**Run 1: PDN straps and rails**

(3 px per um) Pins as bars on the die edge. Tap cells in gray.
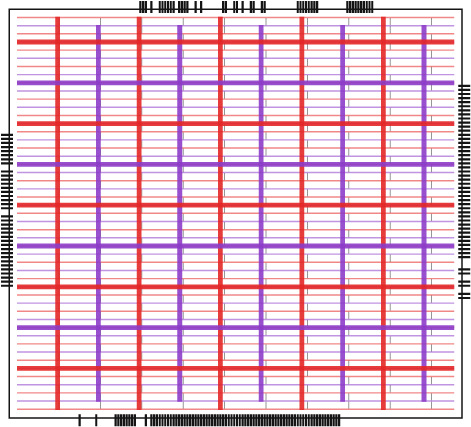
**Run 1: placed cells, one color a class**

(3 px per um) Fill, decap, tap and diode cells in gray.
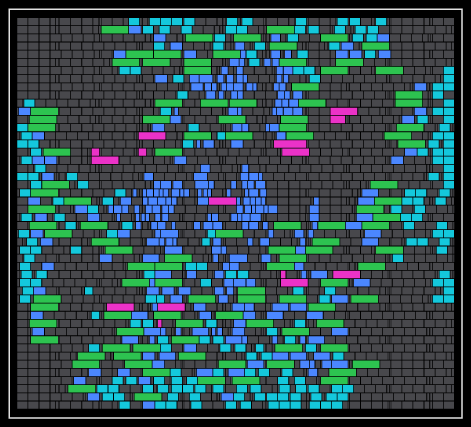
**Run 1: clock network drawn from the DEF**

(2 px per um)
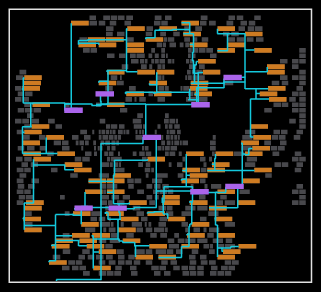
File: config.mk
export PLATFORM = sky130hd
export DESIGN_NAME = decode_stage
export DESIGN_NICKNAME = d
export VERILOG_FILES = /design/src/rtl/mips_isa_pkg.sv /design/src/rtl/decode_logic.sv /design/src/rtl/decode_stage.sv
export SDC_FILE = /design/constraint.sdc
export NUM_CORES = 1
export LEC_CHECK = 0
export CORE_ASPECT_RATIO = 0.9
export CORE_MARGIN = 2
export CORE_UTILIZATION = 28
export CTS_CLUSTER_DIAMETER = 200
export CTS_CLUSTER_SIZE = 10
export DETAILED_ROUTE_END_ITERATION = 7
export SETUP_SLACK_MARGIN = 0.05
export SLEW_MARGIN = 15
export SYNTH_ARGS = -nofsm -noshare
export SYNTH_HDL_FRONTEND = slang
export SYNTH_SLANG_ARGS = --single-unit
File: constraint.sdc
create_clock -name clk -period 5.6 [get_ports clk]
set_input_delay 0.56 -clock clk [delete_from_list [all_inputs] [get_ports clk]]
set_output_delay 0.56 -clock clk [all_outputs]
set_load 0.05 [all_outputs]
File: src/rtl/mips_isa_pkg.sv
// MIPS ISA constants and the decode bundle shared by the decoders and the ALU.
// Opcode/funct values are the standard MIPS encodings.
package mips_isa_pkg;

    localparam logic [5:0] OP_RTYPE = 6'h00;
    localparam logic [5:0] OP_J     = 6'h02;
    localparam logic [5:0] OP_BEQ   = 6'h04;
    localparam logic [5:0] OP_ADDI  = 6'h08;
    localparam logic [5:0] OP_ANDI  = 6'h0C;
    localparam logic [5:0] OP_ORI   = 6'h0D;
    localparam logic [5:0] OP_XORI  = 6'h0E;
    localparam logic [5:0] OP_LW    = 6'h23;
    localparam logic [5:0] OP_SW    = 6'h2B;

    localparam logic [5:0] FN_SLL  = 6'h00;
    localparam logic [5:0] FN_SRL  = 6'h02;
    localparam logic [5:0] FN_SRA  = 6'h03;
    localparam logic [5:0] FN_SLLV = 6'h04;
    localparam logic [5:0] FN_SRLV = 6'h06;
    localparam logic [5:0] FN_SRAV = 6'h07;
    localparam logic [5:0] FN_ADD  = 6'h20;
    localparam logic [5:0] FN_ADDU = 6'h21;
    localparam logic [5:0] FN_SUB  = 6'h22;
    localparam logic [5:0] FN_AND  = 6'h24;
    localparam logic [5:0] FN_OR   = 6'h25;
    localparam logic [5:0] FN_XOR  = 6'h26;
    localparam logic [5:0] FN_NOR  = 6'h27;
    localparam logic [5:0] FN_SLT  = 6'h2A;

    localparam logic [3:0] ALU_CTR_ADD  = 4'b0000;
    localparam logic [3:0] ALU_CTR_SUB  = 4'b0001;
    localparam logic [3:0] ALU_CTR_SRAV = 4'b0011;
    localparam logic [3:0] ALU_CTR_SLLV = 4'b0100;
    localparam logic [3:0] ALU_CTR_SLL  = 4'b0101;
    localparam logic [3:0] ALU_CTR_SLT  = 4'b0111;
    localparam logic [3:0] ALU_CTR_AND  = 4'b1001;
    localparam logic [3:0] ALU_CTR_OR   = 4'b1010;
    localparam logic [3:0] ALU_CTR_SRA  = 4'b1011;
    localparam logic [3:0] ALU_CTR_NOR  = 4'b1100;
    localparam logic [3:0] ALU_CTR_XOR  = 4'b1101;
    localparam logic [3:0] ALU_CTR_SRLV = 4'b1110;
    localparam logic [3:0] ALU_CTR_SRL  = 4'b1111;

    typedef enum logic [1:0] {
        EXT_NONE,
        EXT_ZERO,
        EXT_SIGN
    } ext_mode_t;

    // Immediate is kept outside the bundle so its width can follow XLEN.
    typedef struct packed {
        logic [4:0]  rs;
        logic [4:0]  rt;
        logic [4:0]  dst;
        logic [4:0]  shamt;
        logic [25:0] instr_index;
        logic [3:0]  alu_ctr;
        logic        reg_write;
        logic        mem_read;
        logic        mem_write;
        logic        branch;
        logic        jump;
        logic        alu_src;
        logic        illegal;
    } decode_bundle_t;

    localparam int DEC_BUNDLE_W = $bits(decode_bundle_t);

endpackage

File: src/rtl/decode_logic.sv
// Combinational MIPS instruction decoder: instruction word -> control bundle,
// extended immediate and source-register usage flags. Zero latency, no state.
module decode_logic
    import mips_isa_pkg::*;
#(
    parameter int XLEN = 32
) (
    input  logic [31:0]     instr,
    output decode_bundle_t  dec,
    output logic [XLEN-1:0] imm,
    output logic            uses_rs,
    output logic            uses_rt
);

    logic [5:0] opcode;
    logic [5:0] funct;
    ext_mode_t  ext;

    assign opcode = instr[31:26];
    assign funct  = instr[5:0];

    always_comb begin
        dec             = '0;
        dec.rs          = instr[25:21];
        dec.rt          = instr[20:16];
        dec.dst         = instr[20:16];
        dec.shamt       = instr[10:6];
        dec.instr_index = instr[25:0];
        dec.alu_src     = 1'b1;
        ext             = EXT_NONE;
        uses_rs         = 1'b1;
        uses_rt         = 1'b0;
        case (opcode)
            OP_RTYPE: begin
                dec.dst       = instr[15:11];
                dec.alu_src   = 1'b0;
                dec.reg_write = 1'b1;
                uses_rt       = 1'b1;
                case (funct)
                    FN_ADD, FN_ADDU: dec.alu_ctr = ALU_CTR_ADD;
                    FN_SUB:          dec.alu_ctr = ALU_CTR_SUB;
                    FN_SRAV:         dec.alu_ctr = ALU_CTR_SRAV;
                    FN_SLLV:         dec.alu_ctr = ALU_CTR_SLLV;
                    FN_SLT:          dec.alu_ctr = ALU_CTR_SLT;
                    FN_AND:          dec.alu_ctr = ALU_CTR_AND;
                    FN_OR:           dec.alu_ctr = ALU_CTR_OR;
                    FN_NOR:          dec.alu_ctr = ALU_CTR_NOR;
                    FN_XOR:          dec.alu_ctr = ALU_CTR_XOR;
                    FN_SRLV:         dec.alu_ctr = ALU_CTR_SRLV;
                    // Constant shifts take their amount from shamt, not rs.
                    FN_SLL: begin dec.alu_ctr = ALU_CTR_SLL; uses_rs = 1'b0; end
                    FN_SRL: begin dec.alu_ctr = ALU_CTR_SRL; uses_rs = 1'b0; end
                    FN_SRA: begin dec.alu_ctr = ALU_CTR_SRA; uses_rs = 1'b0; end
                    default: begin
                        dec.illegal   = 1'b1;
                        dec.reg_write = 1'b0;
                    end
                endcase
            end
            OP_ADDI: begin dec.alu_ctr = ALU_CTR_ADD; dec.reg_write = 1'b1; ext = EXT_SIGN; end
            OP_ANDI: begin dec.alu_ctr = ALU_CTR_AND; dec.reg_write = 1'b1; ext = EXT_ZERO; end
            OP_ORI:  begin dec.alu_ctr = ALU_CTR_OR;  dec.reg_write = 1'b1; ext = EXT_ZERO; end
            OP_XORI: begin dec.alu_ctr = ALU_CTR_XOR; dec.reg_write = 1'b1; ext = EXT_ZERO; end
            OP_LW: begin
                dec.alu_ctr   = ALU_CTR_ADD;
                dec.reg_write = 1'b1;
                dec.mem_read  = 1'b1;
                ext           = EXT_SIGN;
            end
            OP_SW: begin
                dec.alu_ctr   = ALU_CTR_ADD;
                dec.mem_write = 1'b1;
                uses_rt       = 1'b1;
                ext           = EXT_SIGN;
            end
            OP_BEQ: begin
                dec.alu_ctr = ALU_CTR_SUB;
                dec.branch  = 1'b1;
                dec.alu_src = 1'b0;
                uses_rt     = 1'b1;
                ext         = EXT_SIGN;
            end
            OP_J: begin
                dec.jump = 1'b1;
                uses_rs  = 1'b0;
            end
            default: begin
                dec.illegal = 1'b1;
                dec.alu_src = 1'b0;
            end
        endcase
    end

    always_comb begin
        case (ext)
            EXT_SIGN: imm = {{(XLEN-16){instr[15]}}, instr[15:0]};
            EXT_ZERO: imm = {{(XLEN-16){1'b0}}, instr[15:0]};
            default:  imm = '0;
        endcase
    end

endmodule

File: src/rtl/decode_stage.sv
// IF/ID->EX pipeline register around decode_logic, 1-cycle latency from accept.
// Stalls on downstream backpressure; inserts one bubble on a load-use hazard.
module decode_stage
    import mips_isa_pkg::*;
#(
    parameter int XLEN      = 32,
    parameter bit HAZARD_EN = 1'b1,
    parameter int CNT_W     = 16
) (
    input  logic             clk,
    input  logic             rst_n,
    input  logic             flush,
    input  logic             in_valid,
    output logic             in_ready,
    input  logic [31:0]      in_instr,
    input  logic [XLEN-1:0]  in_pc,
    output logic             out_valid,
    input  logic             out_ready,
    output logic [XLEN-1:0]  out_pc,
    output logic [4:0]       out_rs,
    output logic [4:0]       out_rt,
    output logic [4:0]       out_dst,
    output logic [4:0]       out_shamt,
    output logic [XLEN-1:0]  out_imm,
    output logic [25:0]      out_instr_index,
    output logic [3:0]       out_alu_ctr,
    output logic             out_reg_write,
    output logic             out_mem_read,
    output logic             out_mem_write,
    output logic             out_branch,
    output logic             out_jump,
    output logic             out_alu_src,
    output logic             out_illegal,
    output logic [CNT_W-1:0] stall_cnt
);

    decode_bundle_t  dec;
    decode_bundle_t  held;
    logic [XLEN-1:0] dec_imm;
    logic            uses_rs;
    logic            uses_rt;
    logic            hazard;
    logic            accept;

    decode_logic #(.XLEN(XLEN)) u_decode_logic (
        .instr   (in_instr),
        .dec     (dec),
        .imm     (dec_imm),
        .uses_rs (uses_rs),
        .uses_rt (uses_rt)
    );

    // Only checked when the load is leaving this cycle; a stalled load blocks intake anyway.
    assign hazard = HAZARD_EN && in_valid && out_valid && out_ready &&
                    held.mem_read && (held.dst != 5'd0) &&
                    ((uses_rs && (dec.rs == held.dst)) || (uses_rt && (dec.rt == held.dst)));

    assign in_ready = rst_n && !flush && !hazard && (!out_valid || out_ready);
    assign accept   = in_valid && in_ready;

    always_ff @(posedge clk or negedge rst_n) begin
        if (!rst_n) begin
            out_valid <= 1'b0;
            held      <= '0;
            out_pc    <= '0;
            out_imm   <= '0;
            stall_cnt <= '0;
        end else if (flush) begin
            out_valid <= 1'b0;
        end else if (hazard) begin
            out_valid <= 1'b0;
            if (stall_cnt != '1) begin
                stall_cnt <= stall_cnt + {{(CNT_W-1){1'b0}}, 1'b1};
            end
        end else if (accept) begin
            out_valid <= 1'b1;
            held      <= dec;
            out_pc    <= in_pc;
            out_imm   <= dec_imm;
        end else if (out_ready && out_valid) begin
            out_valid <= 1'b0;
        end
    end

    assign out_rs          = held.rs;
    assign out_rt          = held.rt;
    assign out_dst         = held.dst;
    assign out_shamt       = held.shamt;
    assign out_instr_index = held.instr_index;
    assign out_alu_ctr     = held.alu_ctr;
    assign out_reg_write   = held.reg_write;
    assign out_mem_read    = held.mem_read;
    assign out_mem_write   = held.mem_write;
    assign out_branch      = held.branch;
    assign out_jump        = held.jump;
    assign out_alu_src     = held.alu_src;
    assign out_illegal     = held.illegal;

endmodule

==> flow_summary.rst, run 1 <==
Physical design figures
=======================

.. list-table::
   :header-rows: 1

   * - Metric
     - Value
   * - Final ANT Viol Nets
     - 0
   * - Series of cell instances along the critical path
     - clkdlybuf4s50_1, nand4b_1, o22ai_1, nand4_1, a21oi_2, buf_4, nor2_1, clkdlybuf4s50_1
   * - Critical Path Start
     - in_instr[27]
   * - Fraction of layout instances using a drive strength above 1
     - 0.194
   * - Die width
     - 150 um
   * - Crit-path max cell delay
     - 0.72 ns
   * - Crit Path Max Fanout
     - 23
   * - Average routed wire per standard cell
     - 17.8 um
   * - Final standard cell count with taps included and fillers excluded
     - 859
   * - Area after detailed placement
     - 7460 um^2
   * - Proportion of synthesized flip-flops having asynchronous set or reset
     - 1.00
   * - Number of buffers inserted during clock tree synthesis
     - 9
   * - Top pwr grp
     - registers
   * - Antenna violations before repair
     - 0
   * - Result of the run
     - completed
   * - Buffer levels on the longest clock path
     - 2
   * - Largest vdd supply drop
     - 0.000148 V
   * - Sequential fraction of the synthesis area
     - 0.500
   * - WP data arrival
     - 3.43 ns
   * - Register-to-Register Path Depth
     - 7
   * - Number of filler instances in the final layout
     - 1795
   * - Count of pins over their slew limit
     - 0
   * - Tool warning count
     - 27
   * - Number of synthesized flops with an enable pin
     - 0
   * - Power density relative to cell area
     - 328 nW/um^2
   * - Number of buffer and inverter stages on the critical path
     - 3
   * - Minimum clock period
     - 3.99 ns
   * - DR DRC count
     - 0
   * - Normalized max-slew margin
     - 0.260
   * - Multiplexer share of the synthesized area
     - 0.180
   * - Top layer used by detailed routing
     - met4
   * - Mapped cell area
     - 5400 um^2
   * - Setup crit end
     - in_ready
   * - Sequential share of power
     - 0.374
   * - Switch Pwr
     - 0.955 mW
   * - Family with the most delay on the worst path
     - buffers and inverters
   * - Count of H-tree levels built during CTS
     - 3
   * - Number of warnings reported in the yosys synthesis log
     - 0
   * - FP Util
     - 0.284
Notes on 'PDN straps and rails' above:
color	net
purple	VDD
red	VSS
met4 straps	10
tap cells	250
signal pins	208
rows	48

Notes on 'placed cells, one color a class' above:
color	class	cells	share of their area
blue	all other logic	273	31%
magenta	clock drivers and dummy loads	15	3.9%
cyan	other buffers and delay cells	213	28%
green	flip-flops	108	36%

Notes on 'clock network drawn from the DEF' above:
[purple] cells driving clock nets | count: 9
[orange] flip-flops | count: 108
[cyan] clock wires | length: 1500 um
flops lie	all over the die
clock power share: 0.253
worst-case clock skew: 0.00680 ns
clk pwr: 0.644 mW

==> run 1: area by class of cell <==
type | count | area [um^2] | area share
Clock buffer | 11 | 243 | 0.0313
Clock inverter | 4 | 50.0 | 0.00646
Inverter | 10 | 37.5 | 0.00484
Multi-Input combinational cell | 263 | 2290 | 0.296
Sequential cell | 108 | 2700 | 0.349
Tap cell | 250 | 313 | 0.0404
Timing Repair Buffer | 213 | 2110 | 0.273
==> run 1: flip-flops by register name, indices dropped and copies added (netlist names), 4 cells and up <==
| register | cells |
|---|---|
| out_pc | 32 |
| out_imm | 17 |
| stall_cnt | 16 |
| out_instr_index | 13 |
| out_dst | 5 |
| out_rs | 5 |
| out_alu_ctr | 4 |
| out_rt | 4 |
| out_shamt | 4 |
**Run 1: metal layers overlaid**

(3 px per um)
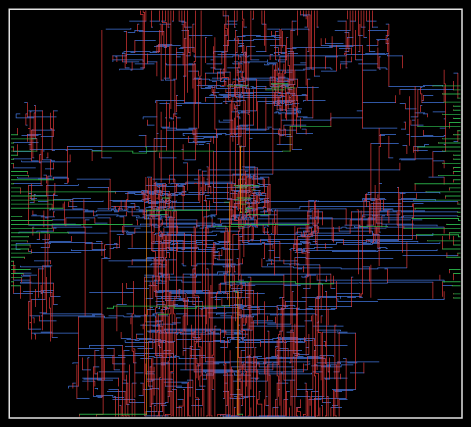

--- run 2 (diff from run 1) ---
==> constraint.sdc (replaced) <==
create_clock -name clk -period 4.11 [get_ports clk]
set_input_delay 0.411 -clock clk [delete_from_list [all_inputs] [get_ports clk]]
set_output_delay 0.411 -clock clk [all_outputs]
set_load 0.05 [all_outputs]
**Run 2: metal layers overlaid**

(3 px per um)
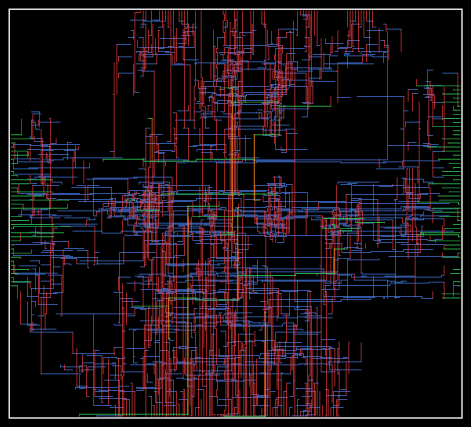
color	layer	wire length
red	met2	7880 um
green	met3	838 um
blue	met1	6230 um
orange	met4	262 um
overall fraction of global-route tracks in use: 0.151
total via count in the routed design: 4049
average routed wire per standard cell: 17.6 um
total routed wirelength: 15200 um

**Run 2: routing congestion**

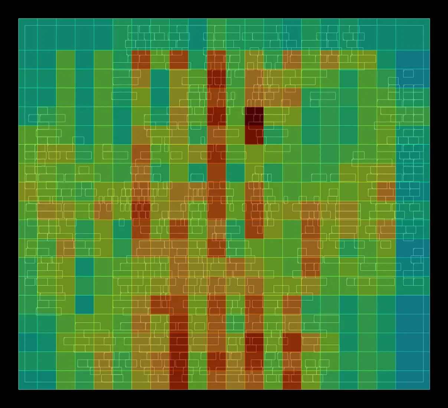
busiest grt layer: met2
met2 GRT Util: 0.263

==> run 2 against run 1 <==
Compared with the run above: register-to-register slack lost 0.91 ns; utilization grew 0.27 points; power increased by 36%; non-clock buffer count grew 6; count of clock-buffer cells in the layout down 2; clock skew is 0.00078 ns higher; sequential cell count is the same; setup slack worse by 0.69 ns; design area is 0.66% higher; sequential power rose by 35%; wire length decreased by 0.58%; sequential share of layout area fell by 0.23 points.
==> flow_summary.rst, run 2 <==
Physical design figures
=======================

.. list-table::
   :header-rows: 1

   * - Metric
     - Value
   * - Register with the highest flop count
     - out_pc (unchanged)
   * - Number of filler instances in the final layout
     - 1788 (was 1795)
   * - Final ANT Viol Nets
     - 0 (unchanged)
   * - Number of warnings reported in the yosys synthesis log
     - 0 (unchanged)
   * - Result of the run
     - completed (unchanged)
   * - Area after detailed placement
     - 7510 um^2 (was 7460 um^2)
   * - Top layer used by detailed routing
     - met4 (unchanged)
   * - Worst-case clock skew
     - 0.00758 ns (was 0.00680 ns)
   * - Minimum clock period
     - 3.18 ns
   * - Largest vdd supply drop
     - 0.000236 V (was 0.000148 V)
   * - Tool warning count
     - 27 (unchanged)
   * - Sequential fraction of the synthesis area
     - 0.500 (unchanged)
   * - Number of buffers inserted during clock tree synthesis
     - 9 (unchanged)
   * - Crit-path max cell delay
     - 0.72 ns (about the same)
   * - DR DRC count
     - 0 (unchanged)
   * - Number of flip-flops in the largest register
     - 32 (unchanged)
   * - Die width
     - 150 um (unchanged)
   * - Power density relative to cell area
     - 443 nW/um^2 (was 328 nW/um^2)
   * - Leading registers by flop count
     - out_pc: 32 flops, out_imm: 17 flops, stall_cnt: 16 flops (unchanged)
   * - Sequential share of power
     - 0.375 (was 0.374)
   * - WP data arrival
     - 2.77 ns (was 3.43 ns)
   * - Switch Pwr
     - 1.34 mW (was 0.955 mW)
   * - Fraction of layout instances using a drive strength above 1
     - 0.206 (was 0.194)
**Run 2: placed cells, one color a class**

(3 px per um) Fill, decap, tap and diode cells in gray.
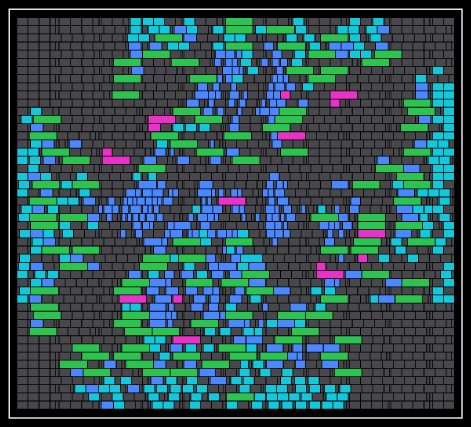
color	class	cells	share of their area
magenta	clock drivers and dummy loads	16	3.9%
green	flip-flops	108	36%
cyan	other buffers and delay cells	219	29%
blue	all other logic	273	31%
share of the final layout cell area in sequential cells: 0.346
Placeable Area: 19000 um^2

-- run 2: cell counts after synthesis --
Identical to the previous run, type by type.
-- run 2: final cells by class --
class	count	area (um^2)	share of cell area
clock inverter	7	63.8	0.00818
multi-input combinational	263	2290	0.294
inverter	10	37.5	0.00481
tap	250	313	0.0401
sequential	108	2700	0.346
clock buffer	9	225	0.0289
timing repair buffer	219	2170	0.278
-- run 2: logic make-up (layout without fill, tap and decap cells) --
kind of cell | Yosys count | count (layout) | share of synthesized area
AND-OR/OR-AND | 53 | 53 | 0.0882
XOR/XNOR | 26 | 26 | 0.0421
adder cells (fa/ha/maj) | 4 | 4 | 0.00880
buffers and inverters | 66 | 245 | 0.0767
flip-flops | 108 | 108 | 0.500
multiplexers | 80 | 80 | 0.180
AND/OR/NAND/NOR | 100 | 100 | 0.104
**Run 2: clock network drawn from the DEF**

(2 px per um)
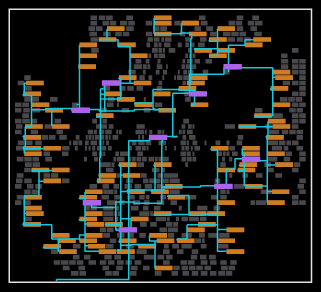

--- run 3 (diff from run 2) ---
==> constraint.sdc (replaced) <==
create_clock -name clk -period 3 [get_ports clk]
set_input_delay 0.3 -clock clk [delete_from_list [all_inputs] [get_ports clk]]
set_output_delay 0.3 -clock clk [all_outputs]
set_load 0.05 [all_outputs]
**Run 3: clock network drawn from the DEF**

(2 px per um)
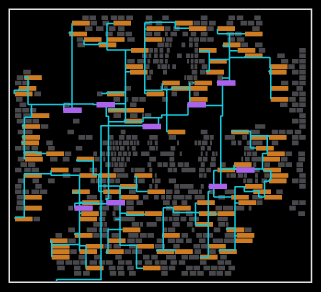
[cyan] clock wires | length: 1450 um
[orange] flip-flops | count: 108
[purple] cells driving clock nets | count: 9
flops lie	all over the die

**Run 3: routing congestion**

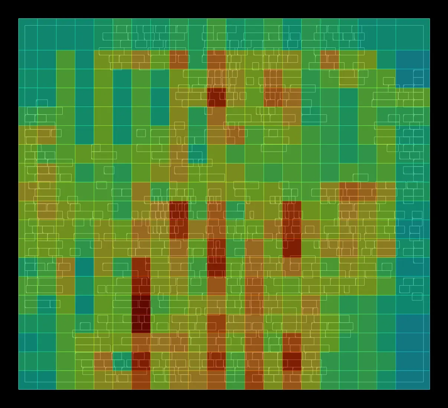
overall fraction of global-route tracks in use: 0.153
average routed wire per standard cell: 17.3 um

==> run 3 against run 2 <==
Compared with the run above: synthesized area unchanged; sequential share of layout area down 0.69 points; sequential power up 37%; final cell count up 1.7%; register-to-register slack worse by 0.78 ns; die area unchanged; critical path depth down 2; clock power up about 40%; critical path type is now register to output pin; count of clock-buffer cells in the layout unchanged; global-route usage up 0.17 points; combinational power up 39%.
==> flow_summary.rst, run 3 <==
Physical design figures
=======================

.. list-table::
   :header-rows: 1

   * - Metric
     - Value
   * - Fraction of layout instances using a drive strength above 1
     - 0.223 (was 0.206)
   * - Fraction of the mapped netlist area in compound gates
     - 0.0882 (unchanged)
   * - Final standard cell count with taps included and fillers excluded
     - 881 (was 866)
   * - Die width
     - 150 um (unchanged)
   * - Met2 GRT Util
     - 0.258 (was 0.263)
   * - Switch Pwr
     - 1.80 mW (was 1.34 mW)
   * - WP data arrival
     - 2.35 ns (was 2.77 ns)
   * - Crit-path max cell delay
     - 0.55 ns (was 0.72 ns)
   * - Worst-case clock skew
     - 0.00757 ns (was 0.00758 ns)
   * - Count of pins over their slew limit
     - 0 (unchanged)
   * - Mapped cell area
     - 5400 um^2 (unchanged)
   * - Total routed wirelength
     - 15300 um (was 15200 um)
   * - Number of buffer and inverter stages on the critical path
     - 2 (was 3)
   * - Simple share
     - 0.104 (unchanged)
   * - Tool warning count
     - 27 (unchanged)
   * - Sequential fraction of the synthesis area
     - 0.500 (unchanged)
   * - Number of buffers inserted during clock tree synthesis
     - 9 (unchanged)
   * - Family with the most delay on the worst path
     - simple AND/OR/NAND/NOR gates (was buffers and inverters)
   * - Count of H-tree levels built during CTS
     - 3 (unchanged)
   * - DR DRC count
     - 0 (unchanged)
   * - Number of warnings reported in the yosys synthesis log
     - 0 (unchanged)
   * - Largest vdd supply drop
     - 0.000292 V (was 0.000236 V)
   * - Logic family by area
     - multiplexers (unchanged)
   * - Multiplexer share of the synthesized area
     - 0.180 (unchanged)
   * - Normalized max-slew margin
     - 0.529 (was 0.332)
   * - Power density relative to cell area
     - 599 nW/um^2 (was 443 nW/um^2)
   * - Total via count in the routed design
     - 4118 (was 4049)
   * - Top pwr grp
     - combinational logic (was registers)
   * - Number of flip-flops in the largest register
     - 32 (unchanged)
   * - Series of cell instances along the critical path
     - or4_4, o21ai_4, a21oi_2, buf_4, nor2_1, buf_4 (was clkdlybuf4s50_1, nand4b_1, o22ai_1, nand4_1, a21oi_2, buf_4, nor2_1, buf_4)
   * - Result of the run
     - completed (unchanged)
   * - Sequential share of power
     - 0.372 (was 0.375)
   * - Register with the highest flop count
     - out_pc (unchanged)
   * - Minimum clock period
     - 2.65 ns
**Run 3: PDN straps and rails**

(3 px per um) Pins as bars on the die edge. Tap cells in gray.
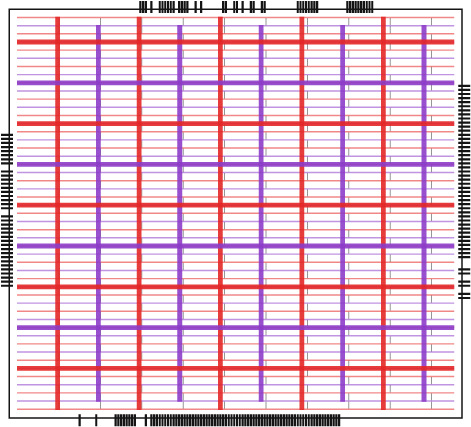
color	net
red	VSS
purple	VDD
met4 straps	10
met1 rails	49
signal pins	208

==> run 3: area by class of cell <==
cell class,count,area (um^2)
clock inverters,6,73.8
fillers,1754,11100
repair buffers,235,2320
flip-flops and latches,108,2700
clock buffers,9,225
inverters,10,37.5
multi-input cells,263,2290
well taps,250,313
==> run 3: per-stage QoR <==
| step | power (mW) | area [um^2] |
|---|---|---|
| CTS | 4.85 | 7960 |
| global placement | 3.57 | 7650 |
| detailed placement | 3.60 | 7650 |
| finish | 4.77 | 7960 |
| global route | 4.98 | 7960 |
| floorplan | 2.96 | 5400 |
==> run 3: final timing paths <==
check                                     end  depth (start not counted)
worst max-delay path                 in_ready                          6
worst min-delay path            out_mem_write                          2
worst max register to register     out_pc[12]                          7
worst min register to register  stall_cnt[15]                          1
max in group asynchronous          out_pc[25]                          4
min in group clk                stall_cnt[15]                          1
Power and IR drop assume default switching activity.
